[config.mk]
export PLATFORM = sky130hd
export DESIGN_NAME = regfile_wb_sched
export DESIGN_NICKNAME = d
export VERILOG_FILES = /design/src/rtl/regfile_wb_sched.sv
export SDC_FILE = /design/constraint.sdc
export NUM_CORES = 1
export LEC_CHECK = 0
export ABC_AREA = 1
export CAP_MARGIN = 20
export CORE_ASPECT_RATIO = 1.25
export CORE_UTILIZATION = 30
export DETAILED_ROUTE_END_ITERATION = 6
export GPL_TIMING_DRIVEN = 0
export SYNTH_ARGS = -nofsm -noshare
export SYNTH_HDL_FRONTEND = slang
export SYNTH_SLANG_ARGS = --single-unit
[constraint.sdc]
create_clock -name clk -period 4.9 [get_ports clk]
set_input_delay 0.98 -clock clk [delete_from_list [all_inputs] [get_ports clk]]
set_output_delay 0.98 -clock clk [all_outputs]
set_load 0.01 [all_outputs]
[src/rtl/regfile_wb_sched.sv]
// -----------------------------------------------------------------------------
// regfile_wb_sched
//
// Writeback scheduler for the 16 x 32-bit register file. NREQ writeback
// requesters (ALU, load, multiply, link, ...) compete for two general write
// ports and the PC (R15) write port. Grants are combinational, with a
// round-robin starting point. The port outputs are registered so that they
// hold steady for a full cycle around the register file's falling-edge update.
// An optional per-register pending scoreboard lets the issue stage detect
// RAW/WAW hazards.
//
// Handshake: requester i transfers when req_valid[i] && req_ready[i] at a rising
// edge of clk. A requester holds req_addr/req_data stable until it is accepted.
// req_ready is all zero while rst or flush is high.
//
// Optional feature macro: WB_SCOREBOARD_EN
//   defined   : busy tracks reservations (rsv_valid/rsv_addr) and pending writes
//   undefined : no scoreboard state, busy is tied to 0, rsv_* are ignored
//
// Ports
//   clk, rst                     clock, synchronous active-high reset
//   req_valid/addr/data          per-requester writeback request
//   req_ready                    per-requester grant (combinational)
//   flush                        pipeline flush: no grants, drop busy state
//   rsv_valid, rsv_addr          destination register reservation
//   busy                         pending-write mask, bit r = R(r) pending
//   write_address/data/enable    general write port 1 (registered)
//   write_address2/data2/enable2 general write port 2 (registered)
//   pc_update, pc_write          PC write port (registered)
//   rr_ptr_dbg                   current round-robin start index
// -----------------------------------------------------------------------------
module regfile_wb_sched #(
    parameter int N    = 32,
    parameter int NREQ = 4,
    localparam int PW  = $clog2(NREQ)
) (
    input  logic              clk,
    input  logic              rst,
    input  logic [NREQ-1:0]   req_valid,
    input  logic [4*NREQ-1:0] req_addr,
    input  logic [N*NREQ-1:0] req_data,
    output logic [NREQ-1:0]   req_ready,
    input  logic              flush,
    input  logic              rsv_valid,
    input  logic [3:0]        rsv_addr,
    output logic [15:0]       busy,
    output logic [3:0]        write_address,
    output logic [N-1:0]      write_data,
    output logic              write_enable,
    output logic [3:0]        write_address2,
    output logic [N-1:0]      write_data2,
    output logic              write_enable2,
    output logic [N-1:0]      pc_update,
    output logic              pc_write,
    output logic [PW-1:0]     rr_ptr_dbg
);

    logic [PW-1:0]   rr_ptr_q, rr_ptr_d;
    logic [NREQ-1:0] grant;
    logic            pc_hit, p1_hit, p2_hit;
    logic [N-1:0]    pc_data_c, p1_data_c, p2_data_c;
    logic [3:0]      p1_addr_c, p2_addr_c;
    logic [PW-1:0]   last_c;

    logic [3:0]      wa1_q, wa2_q;
    logic [N-1:0]    wd1_q, wd2_q, pcd_q;
    logic            we1_q, we2_q, pcw_q;

    // Round-robin arbitration. Requesters are visited starting at rr_ptr_q;
    // an R15 request may only use the PC port, and a second general-port
    // grant must not target the same register as port 1 in the same cycle.
    always_comb begin
        int idx;
        grant     = '0;
        pc_hit    = 1'b0;
        p1_hit    = 1'b0;
        p2_hit    = 1'b0;
        pc_data_c = '0;
        p1_data_c = '0;
        p2_data_c = '0;
        p1_addr_c = '0;
        p2_addr_c = '0;
        last_c    = rr_ptr_q;
        idx       = 0;
        for (int k = 0; k < NREQ; k++) begin
            idx = int'(rr_ptr_q) + k;
            if (idx >= NREQ) idx = idx - NREQ;
            if (req_valid[idx]) begin
                if (req_addr[4*idx +: 4] == 4'd15) begin
                    if (!pc_hit) begin
                        pc_hit     = 1'b1;
                        grant[idx] = 1'b1;
                        pc_data_c  = req_data[N*idx +: N];
                        last_c     = PW'(idx);
                    end
                end else if (!p1_hit) begin
                    p1_hit     = 1'b1;
                    grant[idx] = 1'b1;
                    p1_addr_c  = req_addr[4*idx +: 4];
                    p1_data_c  = req_data[N*idx +: N];
                    last_c     = PW'(idx);
                end else if (!p2_hit && (req_addr[4*idx +: 4] != p1_addr_c)) begin
                    p2_hit     = 1'b1;
                    grant[idx] = 1'b1;
                    p2_addr_c  = req_addr[4*idx +: 4];
                    p2_data_c  = req_data[N*idx +: N];
                    last_c     = PW'(idx);
                end
            end
        end
        // Reset and flush suppress every grant, so nothing transfers and the
        // round-robin pointer holds.
        if (rst || flush) begin
            grant  = '0;
            pc_hit = 1'b0;
            p1_hit = 1'b0;
            p2_hit = 1'b0;
            last_c = rr_ptr_q;
        end
    end

    always_comb begin
        rr_ptr_d = rr_ptr_q;
        if (|grant) begin
            if (last_c == PW'(NREQ - 1)) rr_ptr_d = '0;
            else                         rr_ptr_d = last_c + PW'(1);
        end
    end

    assign req_ready = grant;

    always_ff @(posedge clk) begin
        if (rst) begin
            rr_ptr_q <= '0;
            wa1_q    <= '0;
            wd1_q    <= '0;
            we1_q    <= 1'b0;
            wa2_q    <= '0;
            wd2_q    <= '0;
            we2_q    <= 1'b0;
            pcd_q    <= '0;
            pcw_q    <= 1'b0;
        end else begin
            rr_ptr_q <= rr_ptr_d;
            we1_q    <= p1_hit;
            we2_q    <= p2_hit;
            pcw_q    <= pc_hit;
            // Address/data only move on a grant; the enables qualify them.
            if (p1_hit) begin
                wa1_q <= p1_addr_c;
                wd1_q <= p1_data_c;
            end
            if (p2_hit) begin
                wa2_q <= p2_addr_c;
                wd2_q <= p2_data_c;
            end
            if (pc_hit) pcd_q <= pc_data_c;
        end
    end

`ifdef WB_SCOREBOARD_EN
    logic [15:0] busy_q, busy_d;
    logic [15:0] set_mask, clr_mask;

    // Set beats clear so a reservation made in the same cycle as an older
    // write to that register survives. The bit is not counted: with two
    // outstanding writes the first one clears it.
    always_comb begin
        set_mask = '0;
        clr_mask = '0;
        if (rsv_valid) set_mask[rsv_addr] = 1'b1;
        if (p1_hit)    clr_mask[p1_addr_c] = 1'b1;
        if (p2_hit)    clr_mask[p2_addr_c] = 1'b1;
        if (pc_hit)    clr_mask[15] = 1'b1;
        if (flush) busy_d = '0;
        else       busy_d = (busy_q & ~clr_mask) | set_mask;
    end

    always_ff @(posedge clk) begin
        if (rst) busy_q <= '0;
        else     busy_q <= busy_d;
    end

    assign busy = busy_q;
`else
    logic unused_rsv;
    assign unused_rsv = ^{rsv_valid, rsv_addr};
    assign busy       = '0;
`endif

    assign write_address  = wa1_q;
    assign write_data     = wd1_q;
    assign write_enable   = we1_q;
    assign write_address2 = wa2_q;
    assign write_data2    = wd2_q;
    assign write_enable2  = we2_q;
    assign pc_update      = pcd_q;
    assign pc_write       = pcw_q;
    assign rr_ptr_dbg     = rr_ptr_q;

endmodule

Run 1, supply network:
Scale bar: 50 um. Pins as bars on the die edge.
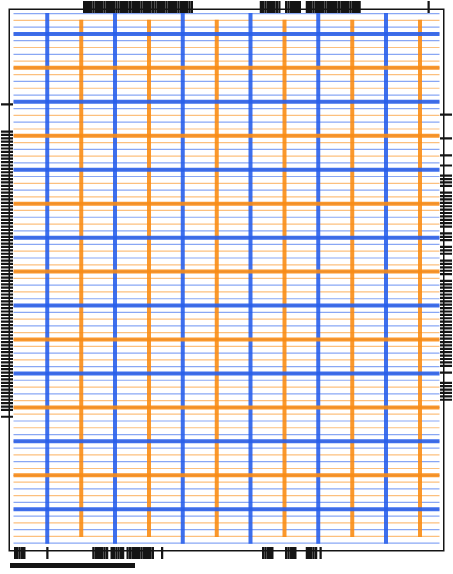
[orange] VDD
[blue] VSS
met4 straps: 12
met5 straps: 15
die width: 173 um
Max IR drop VDD: 0.242 mV
core box area: 36200 um^2
die height: 216 um

Run 1, cell classes on the final placement:
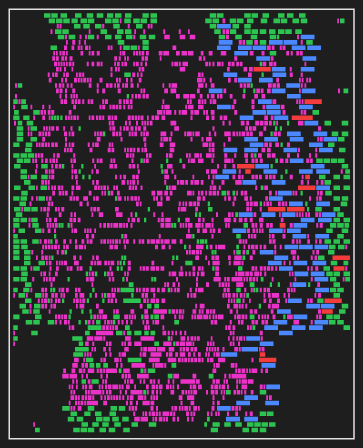
[blue] registers | cells: 109 | share of their area: 15%
[magenta] remaining logic cells | cells: 1697 | share of their area: 57%
[green] remaining buffers and delay cells | cells: 449 | share of their area: 25%
[red] clock drivers and dummy loads | cells: 16 | share of their area: 2.2%
FP Rows: 78
final core area utilization: 41.7%
design area: 15100 um^2
sequential share of cell area: 14.5%

Run 1, clock wires, drivers and flops:
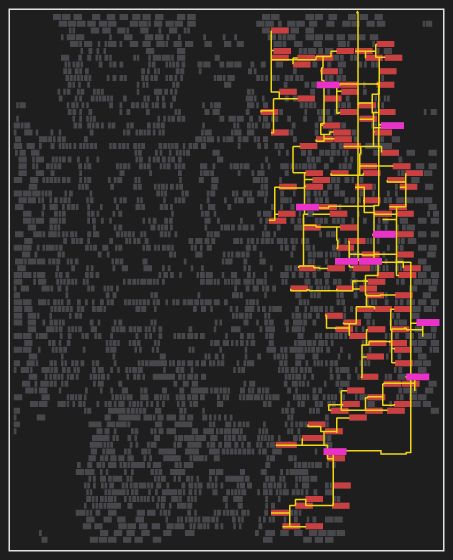
[magenta] clock-net drivers | count: 9
[red] flip-flops | count: 109
[yellow] clock wires | length: 1380 um
routed clock nets: 10
power in the clock group: 787 uW
clock skew: 0.00800 ns

==> flow_summary.toml, run 1 <==
# yosys + openroad results
[logic_synthesis]
async_flop_share_pct = 0
most_common_cell = "nand2_1"
synth.logic.top_family = "simple AND/OR/NAND/NOR gates"
simple_gate_share_pct = 34.5
yosys.area.top_type_share_pct = 19.8
yosys-stat-cells = 1950
ys_seq_elements = 109
ff_type = "dfxtp_1"
synthXorXnorAreaFrac_pct = 0
yosysSeqAreaShare_pct = 19.8
adder_share_pct = 0.795
mux_area_share_pct = 0.0908
topCellsByArea = "dfxtp_1, nand2_1, o21ai_0"
syn_area_um2 = 11000
postSynthCellCount = 1950
synth_cell_types = 54
synth-compound-area-share_pct = 30.7
top_area_cell = "dfxtp_1"

[worst_setup_path]
cp_num_cells = 22
path_class = "input pin to primary output"
critPathRequiredTime_ns = 3.92
r2r-end = "write_data[25]$_SDFFE_PP0P_"
slowest_delay_ns = 0.51
reg2reg_from = "rr_ptr_dbg[1]$_SDFFE_PP0P_"
cpMostUsedCell = "nand2_1"
cpLargestDelayFamily = "simple AND/OR/NAND/NOR gates"
startpoint = "req_valid[2]"
worstSetupEndpoint = "req_ready[3]"
cp_max_fo = 8
cp-start-kind = "input pin"
crit_buf_inv = 4
path_cells = "clkdlybuf4s50_1 > inv_1 > o21a_1 > or2_1 > o21ai_4 > nand2_2 > nor2_4 > nand2_2 > nand2_2 > nand2_1 > nand2_1 > nor2_2 > nand2_2 > nand2_4 > nand2_4 > nand2_1 > nand2_2 > nand2_1 > nand2_1 > nand2_1 > inv_1 > buf_2"
ff2ff_path_depth = 19

[clock_tree]
clock-sinks = 109
numCtsBuffers = 9
cts.path.max_buffers = 2
post_cts_resized = 68
cts_tree = "built"
postCtsSetupRepairBufs = 18
clkLatencyLatePin_ns = 0.37

[die]
fp-utilization_pct = 30.4
taps = 480
chipArea_um2 = 37500

[detailed_routing]
antenna_left = 0
drt_drc_violations_left = 0
wl_per_cell_um = 21.5
routed_wl_um = 59200
wl_met1_um = 26500
routed.top_layer = "met5"
vias = 15100
met2RoutedLength_um = 25400
route.met3.wl_um = 5380
drt_first_iter_violations = 1665

[power_and_ir_drop]
internal-power_uw = 4170
combPwrFrac_pct = 79.5
p_switching_uw = 6200
power.group.top = "combinational logic"
powerDensity_nw_per_um2 = 687
comb-power_uw = 8240
p_leak_uw = 0.00659
p_sw_share_pct = 59.8
p_seq_uw = 1340

[global_routing]
antenna_found_initial = 1
track_usage_pct = 30.4
grt_pass1_wl_um = 86000
grt_use_met3_pct = 5.84
grtUsageMet2_pct = 46.4

[finish]
clock_cell_area_share_pct = 2.13
final-nonclk-buf-share_pct = 24.4
sh_comb_area_pct = 49.6
seq_area_um2 = 2190
insertedDiodeCount = 0
logic_area_um2 = 7490
layout_top_cell = "nand2_1"
most-common-layout-cells = "nand2_1, o21ai_0, clkdlybuf4s50_1"
fin_nets = 2429
n_clock_buffer = 9
fillers = 3879
largestClassByArea = "logic gates"
nNonClkBuffers = 449

[place]
place.port_buffers = 262
gp_congestion = 1.03
dpl_cell_area_um2 = 14300
dp_cells = 2707

[run_status]
status = "finished clean"

[hold_path]
hp-start = "write_data2[16]$_SDFFE_PP0P_"
holdPathEnd = "write_data2[16]$_SDFFE_PP0P_"

[sta]
worst_slack_ns = 0.129
finalCriticalPeriod_ns = 4.77
setup_viol = 0
whs_ns = 0.474

[run]
tool_warnings = 37
==> run 2, diff against run 1 <==
- CORE_UTILIZATION: 30 -> 51
- PLACE_DENSITY: not set -> 0.83
- TNS_END_PERCENT: not set -> 50
==> run 2 against run 1 <==
Compared with the run above: the run now ends with design-rule violations left; critical endpoint is now req_ready[1]; power down 1.1%; largest cell class unchanged; combinational power down 1%; global-route usage up 17 points; first-iteration DRC count up 61%; die size down 41%; register-to-register slack worse by 0.03 ns.
==> flow_summary.toml, run 2 <==
# yosys + openroad results
[clock_tree]
post_cts_resized = 45
postCtsSetupRepairBufs = 8
cts.path.max_buffers = 2
cts_tree = "built"
numCtsBuffers = 9
clock-sinks = 109

[worst_setup_path]
worstSetupEndpoint = "req_ready[1]"
cp_num_cells = 22
cp_max_fo = 8
path_class = "input pin to primary output"
cpLargestDelayFamily = "simple AND/OR/NAND/NOR gates"
ff2ff_path_depth = 18
reg2reg_from = "rr_ptr_dbg[0]$_SDFFE_PP0P_"
cp-start-kind = "input pin"
startpoint = "req_valid[2]"
path_cells = "clkdlybuf4s50_1 > inv_1 > o21a_1 > or2_1 > o21ai_4 > nand2_2 > nor2_4 > nand2_2 > nand2_2 > nand2_1 > nand2_1 > nor2_2 > nand2_2 > nand2_4 > nand2_4 > nand2_1 > nand2_2 > nand2_1 > nand2_1 > nand2_1 > inv_1 > buf_2"
slowest_delay_ns = 0.50

[power_and_ir_drop]
powerDensity_nw_per_um2 = 693
comb-power_uw = 8130
power_clock_uw = 791
internal-power_uw = 4100
p_sw_share_pct = 60.0
p_seq_uw = 1340
combPwrFrac_pct = 79.3
p_leak_uw = 0.00656
power.group.top = "combinational logic"
p_switching_uw = 6160

[run]
tool_warnings = 39

[logic_synthesis]
yosysSeqAreaShare_pct = 19.8
simple_gate_share_pct = 34.5
top_area_cell = "dfxtp_1"
synth.logic.top_family = "simple AND/OR/NAND/NOR gates"
topCellsByArea = "dfxtp_1, nand2_1, o21ai_0"
async_flop_share_pct = 0
yosys.area.top_type_share_pct = 19.8
synthXorXnorAreaFrac_pct = 0
synth-compound-area-share_pct = 30.7
yosys-stat-cells = 1950
synth_cell_types = 54
most_common_cell = "nand2_1"
ys_seq_elements = 109
syn_area_um2 = 11000
ff_type = "dfxtp_1"

[detailed_routing]
routed_wl_um = 55000
wl_per_cell_um = 21.6
wl_met1_um = 20400
drt_drc_violations_left = 3
drt_first_iter_violations = 2681
antenna_left = 0
met2RoutedLength_um = 22900
route.met3.wl_um = 8740

[hold_path]
holdPathEnd = "pc_update[16]$_SDFFE_PP0P_"
hp-start = "pc_update[16]$_SDFFE_PP0P_"

[finish]
largestClassByArea = "logic gates"
layout_top_cell = "nand2_1"
clock_cell_area_share_pct = 2.17
stdcell_area_um2 = 14800
insertedDiodeCount = 0
n_clock_buffer = 9
logic_area_um2 = 7480
final-nonclk-buf-share_pct = 24.5
sh_comb_area_pct = 50.6
fillers = 1805
most-common-layout-cells = "nand2_1, o21ai_0, clkdlybuf4s50_1"

[global_routing]
track_usage_pct = 47.4
grt_pass1_wl_um = 80800
antenna_found_initial = 0
grtUsageMet2_pct = 71.4

[die]
taps = 274
chipArea_um2 = 22200

[place]
dpl_cell_area_um2 = 14000
place.port_buffers = 262

[run_status]
status = "finished with violations"
violations = "design-rule violations"

[sta]
worst_slack_ns = 0.0565
whs_ns = 0.478
fin_skew_ns = 0.00858
setup_viol = 0
Run 2, cell classes on the final placement:
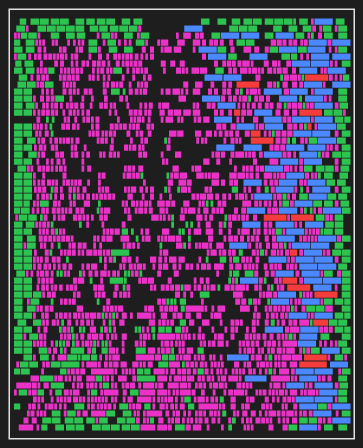
[red] clock drivers and dummy loads | cells: 16 | share of their area: 2.2%
[green] remaining buffers and delay cells | cells: 446 | share of their area: 25%
[magenta] remaining logic cells | cells: 1697 | share of their area: 58%
[blue] registers | cells: 109 | share of their area: 15%
FP Rows: 59
final core area utilization: 70.3%

Run 2, supply network:
Scale bar: 50 um. Pins as bars on the die edge.
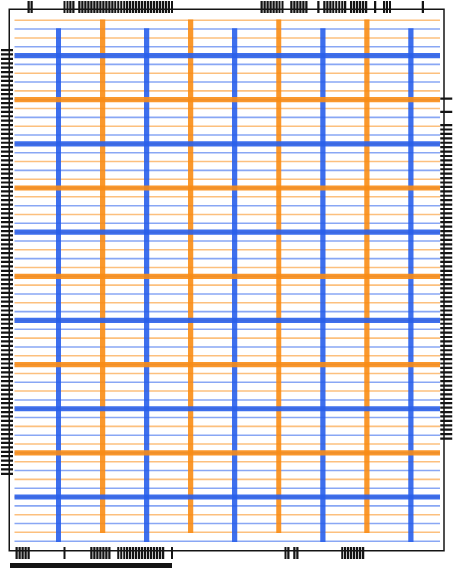
[blue] VSS
[orange] VDD
met5 straps: 11
signal pins: 285
rows: 59
met4 straps: 9
met1 rails: 60
die height: 166 um
die width: 133 um
core box area: 21000 um^2
Max IR drop VDD: 0.409 mV

Power figures rest on the tool's default switching activity, not on a simulated workload.
